$ cat src/rtl/data_path.sv
// Datapath half of the processor: IR, PC, 4x16 register file, ALU and flags.
// It executes the control strobes and returns the instruction decode and the flags.
package data_path_pkg;
  typedef enum logic [3:0] {
    I_NOP,
    I_LOAD,
    I_STORE,
    I_MOVE,
    I_ADD,
    I_SUB,
    I_AND,
    I_OR,
    I_BRANCH,
    I_BZERO,
    I_BNEG,
    I_BOV,
    I_BNOV,
    I_BNNEG,
    I_BNZERO,
    I_HALT
  } decoded_instruction_type;
endpackage

module data_path
  import data_path_pkg::*;
#(
  parameter logic [4:0]  PC_RESET  = 5'd0,
  parameter logic [15:0] REG_RESET = 16'd0
) (
  input  logic                    clk,
  input  logic                    rst_n,
  input  logic                    branch,
  input  logic                    pc_enable,
  input  logic                    ir_enable,
  input  logic                    write_reg_enable,
  input  logic                    addr_sel,
  input  logic                    c_sel,
  input  logic [1:0]              operation,
  input  logic                    flags_reg_enable,
  output decoded_instruction_type decoded_instruction,
  output logic                    zero_op,
  output logic                    neg_op,
  output logic                    unsigned_overflow,
  output logic                    signed_overflow,
  output logic [4:0]              ram_addr,
  output logic [15:0]             data_out,
  input  logic [15:0]             data_in
);

  logic [15:0] ir_q, ir_d;
  logic [4:0]  pc_q, pc_d;
  logic [15:0] regs_q [4];
  logic [15:0] regs_d [4];
  logic [3:0]  flags_q, flags_d;  // {zero, neg, uov, sov}

  decoded_instruction_type dec;
  logic [1:0]  wr_idx, a_idx, b_idx;
  logic [15:0] op_a, op_b, alu_res, wb_data;
  logic [16:0] sum_ext, diff_ext;
  logic        alu_uov, alu_sov;

  // ---------------------------------------------------------------- decode
  always_comb begin
    dec = I_NOP;
    case (ir_q[15:8])
      8'h00:   dec = I_NOP;
      8'h81:   dec = I_LOAD;
      8'h82:   dec = I_STORE;
      8'h91:   dec = I_MOVE;
      8'hA1:   dec = I_ADD;
      8'hA2:   dec = I_SUB;
      8'hA3:   dec = I_AND;
      8'hA4:   dec = I_OR;
      8'h01:   dec = I_BRANCH;
      8'h02:   dec = I_BZERO;
      8'h03:   dec = I_BNEG;
      8'h05:   dec = I_BOV;
      8'h06:   dec = I_BNOV;
      8'h0A:   dec = I_BNNEG;
      8'h0B:   dec = I_BNZERO;
      8'hFF:   dec = I_HALT;
      default: dec = I_NOP;
    endcase
  end

  assign decoded_instruction = dec;

  // Register fields move around by instruction class; MOVE reuses B as A so OR copies.
  always_comb begin
    wr_idx = ir_q[5:4];
    a_idx  = ir_q[3:2];
    b_idx  = ir_q[1:0];
    case (dec)
      I_LOAD: wr_idx = ir_q[6:5];
      I_MOVE: begin
        wr_idx = ir_q[3:2];
        a_idx  = ir_q[1:0];
      end
      default: ;
    endcase
  end

  // ---------------------------------------------------------------- ALU
  assign op_a     = regs_q[a_idx];
  assign op_b     = regs_q[b_idx];
  assign sum_ext  = {1'b0, op_a} + {1'b0, op_b};
  assign diff_ext = {1'b0, op_a} - {1'b0, op_b};

  always_comb begin
    alu_res = 16'h0000;
    alu_uov = 1'b0;
    alu_sov = 1'b0;
    case (operation)
      2'b00: alu_res = op_a | op_b;
      2'b01: begin
        alu_res = sum_ext[15:0];
        alu_uov = sum_ext[16];
        alu_sov = (op_a[15] == op_b[15]) && (alu_res[15] != op_a[15]);
      end
      2'b10: begin
        // Bit 16 of the zero-extended difference is the borrow (A < B unsigned).
        alu_res = diff_ext[15:0];
        alu_uov = diff_ext[16];
        alu_sov = (op_a[15] != op_b[15]) && (alu_res[15] != op_a[15]);
      end
      default: alu_res = op_a & op_b;
    endcase
  end

  assign wb_data = c_sel ? alu_res : data_in;

  // ---------------------------------------------------------------- next state
  always_comb begin
    ir_d    = ir_q;
    pc_d    = pc_q;
    flags_d = flags_q;
    for (int i = 0; i < 4; i++) begin
      regs_d[i] = regs_q[i];
    end

    if (ir_enable) begin
      ir_d = data_in;
    end
    if (pc_enable) begin
      pc_d = branch ? ir_q[4:0] : pc_q + 5'd1;
    end
    if (flags_reg_enable) begin
      flags_d = {(alu_res == 16'h0000), alu_res[15], alu_uov, alu_sov};
    end
    if (write_reg_enable) begin
      regs_d[wr_idx] = wb_data;
    end
  end

  always_ff @(posedge clk) begin
    if (!rst_n) begin
      ir_q    <= 16'h0000;
      pc_q    <= PC_RESET;
      flags_q <= 4'b0000;
      for (int i = 0; i < 4; i++) begin
        regs_q[i] <= REG_RESET;
      end
    end else begin
      ir_q    <= ir_d;
      pc_q    <= pc_d;
      flags_q <= flags_d;
      for (int i = 0; i < 4; i++) begin
        regs_q[i] <= regs_d[i];
      end
    end
  end

  // ---------------------------------------------------------------- outputs
  assign ram_addr          = addr_sel ? pc_q : ir_q[4:0];
  assign data_out          = regs_q[ir_q[6:5]];
  assign zero_op           = flags_q[3];
  assign neg_op            = flags_q[2];
  assign unsigned_overflow = flags_q[1];
  assign signed_overflow   = flags_q[0];

endmodule
$ cat config.mk
export PLATFORM = sky130hd
export DESIGN_NAME = data_path
export DESIGN_NICKNAME = d
export VERILOG_FILES = /design/src/rtl/data_path.sv
export SDC_FILE = /design/constraint.sdc
export NUM_CORES = 1
export LEC_CHECK = 0
export CAP_MARGIN = 40
export CORE_AREA = 2 2 165 167
export DETAILED_ROUTE_END_ITERATION = 7
export DIE_AREA = 0 0 167 169
export GPL_ROUTABILITY_DRIVEN = 0
export SYNTH_ARGS = -nofsm -noshare
export SYNTH_HDL_FRONTEND = slang
export SYNTH_SLANG_ARGS = --single-unit
export TNS_END_PERCENT = 20
$ cat constraint.sdc
create_clock -name clk -period 16.2 [get_ports clk]
set_clock_uncertainty 0.2 [all_clocks]
set_input_delay 4.86 -clock clk [delete_from_list [all_inputs] [get_ports clk]]
set_output_delay 4.86 -clock clk [all_outputs]
set_load 0.01 [all_outputs]
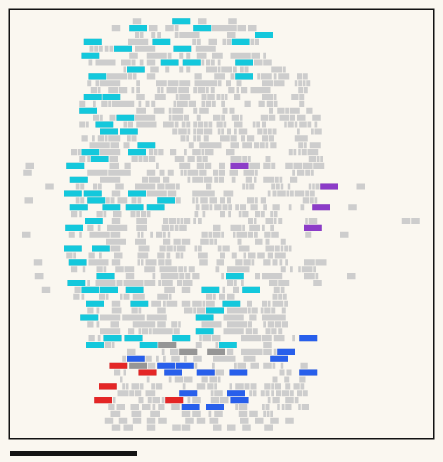
(run_1/registers.png)
Bar = 50 um.
| colour | signal | sequential cells |
|---|---|---|
| blue | `ir_q` | 15 |
| purple | `flags_q` | 4 |
| red | `pc_q` | 5 |
| cyan | `regs_q` | 64 |
not coloured: 4

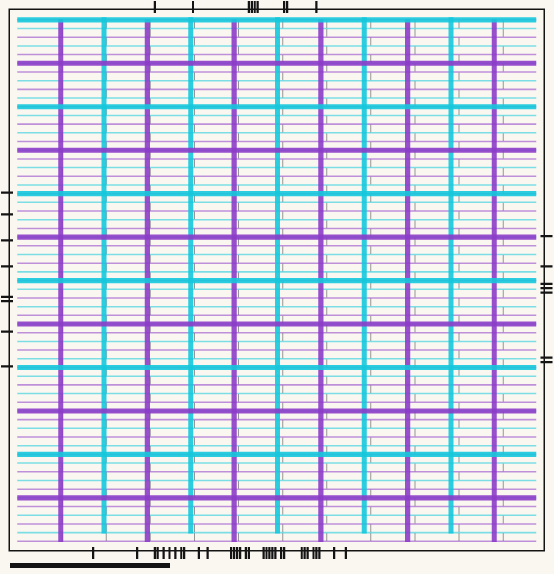
(run_1/pdn.png)
Bar = 50 um. Pins as bars on the die edge. Tap cells in grey.
| colour | net |
|---|---|
| cyan | VDD |
| purple | VSS |
met1 rails: 61
met5 straps: 12
rows: 60
signal pins: 56
met4 straps: 11

==> reports/qor.yml, run 1 <==
synthesis:
  syn_inst: 909
  syn_area_per_cell_sq_um: 8.579
  ys_sh_simple_pct: 15.75
  syn-cell-area_sq_um: 7799
power_and_ir_drop:
  p_clk_mw: 0.214
  p_leak_nw: 3.489
  switching_power_mw: 0.2729
  pwr-share-clk_pct: 28.9
  largestPowerGroup: "combinational cells"
  max-vdd-ir-drop_v: 0.00004683
worst_setup_path:
  endpoint: "ram_addr[3]"
  worst-path-stages: 3
  rr_worst_depth: 17
detailed_routing:
  wire_per_inst_um: 19.14
  wl_met2_mm: 10.97
  top_layer: "met4"
  wl_met1_mm: 11.22
  wl_mm: 24.33
layout:
  mi_logic_area_sq_um: 5528
  final_cell_mix: "nor2_1, dfxtp_1, a21oi_1"
  n_all_buffers: 68
  final_cell_area_sq_um: 8964
place:
  dp_slack_ns: 4.844
run:
  warning_count: 55
timing:
  setup_ws_ns: 4.845
  period_minus_slack_ns: 11.35
clocking:
  clkLatencyLatePin_ns: 0.36
outcome:
  status: "complete, no violations"
floorplan:
  taps: 341
worst_hold_path:
  hold_path_depth: 2
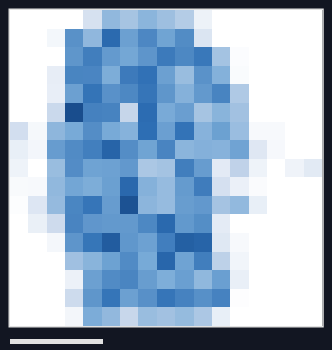
(run_1/density.png)
Bar = 50 um. The die is cut into 17 by 17 equal tiles; white is low, dark blue is high, 0 to 100% covered.
mean over tiles: 30%
nearly empty tiles: 34%
fullest tile: 88%

==> run_1/port_nets.png <==
Bar = 50 um.
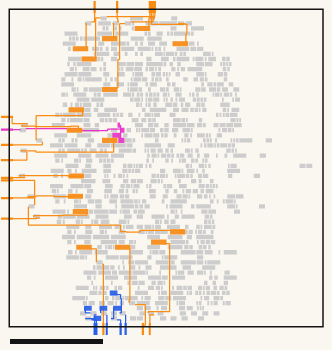

==> run 2: changes to the inputs <==
Clock period 16.2 ns to 9.4 ns, I/O delays scaled along.
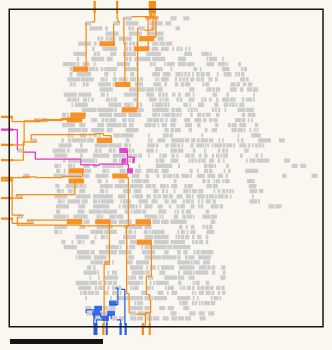
(run_2/port_nets.png)
Bar = 50 um.
| colour | port | bits | direction | edge | end cells | buffers | wire |
|---|---|---|---|---|---|---|---|
| magenta | `write_reg_enable` | 1 | input | left | 4 | 1 | 97.8 um |
| orange | `data_out` | 16 | output | 7 left, 6 top, 3 bottom | 16 | 16 | 830 um |
| blue | `ram_addr` | 5 | output | bottom | 5 | 5 | 74.6 um |

==> run 2 against run 1 <==
Critical path type unchanged. Critical endpoint unchanged. Hold slack worse by 0.0079 ns. Highest routed layer unchanged. Clock power is 79% higher. First-iteration DRC count up 8.8%. Combinational power grew 74%. Flip-flop count is the same. Core utilization up 0.080 points.
==> reports/qor.yml, run 2 <==
outcome:
  status: "complete, no violations"
floorplan:
  taps: 341  # unchanged
synthesis:
  syn-cell-area_sq_um: 7799  # unchanged
  syn_inst: 909  # unchanged
worst_setup_path:
  timing.rr.start: "ir_q[10]"
  endpoint: "ram_addr[3]"
  worst-path-stages: 3  # unchanged
timing:
  setup_ws_ns: 2.131  # -2.715 ns
  period_minus_slack_ns: 7.269
detailed_routing:
  wire_per_inst_um: 19.22  # +0.44%
  wl_met2_mm: 11.05  # +0.65%
  top_layer: "met4"
  wl_mm: 24.45  # +0.52%
power_and_ir_drop:
  p_clk_mw: 0.382  # +79%
  max-vdd-ir-drop_v: 0.00006599  # +41%
  largestPowerGroup: "combinational cells"
  p_leak_nw: 3.501  # +0.34%
  switching_power_mw: 0.4692  # +72%
  pwr-share-clk_pct: 29.5  # +0.6 points
clocking:
  clkLatencyLatePin_ns: 0.36  # about the same
layout:
  mi_logic_area_sq_um: 5528  # unchanged
  n_all_buffers: 69  # +1.5%
  final_cell_area_sq_um: 8985  # +0.24%
  final_cell_mix: "nor2_1, dfxtp_1, a21oi_1"
worst_hold_path:
  hold_path_depth: 2  # unchanged
run:
  warning_count: 55  # unchanged
place:
  dp_slack_ns: 2.137  # -2.707 ns
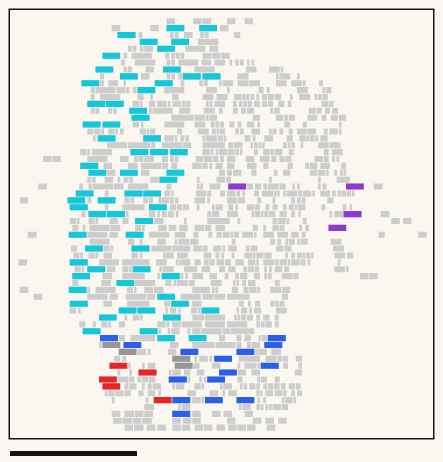
(run_2/registers.png)
Bar = 50 um.
| colour | signal | sequential cells |
|---|---|---|
| cyan | `regs_q` | 64 |
| blue | `ir_q` | 15 |
| red | `pc_q` | 5 |
| purple | `flags_q` | 4 |
not coloured: 4

No activity file was given, so power comes from the tool's default toggle rates.
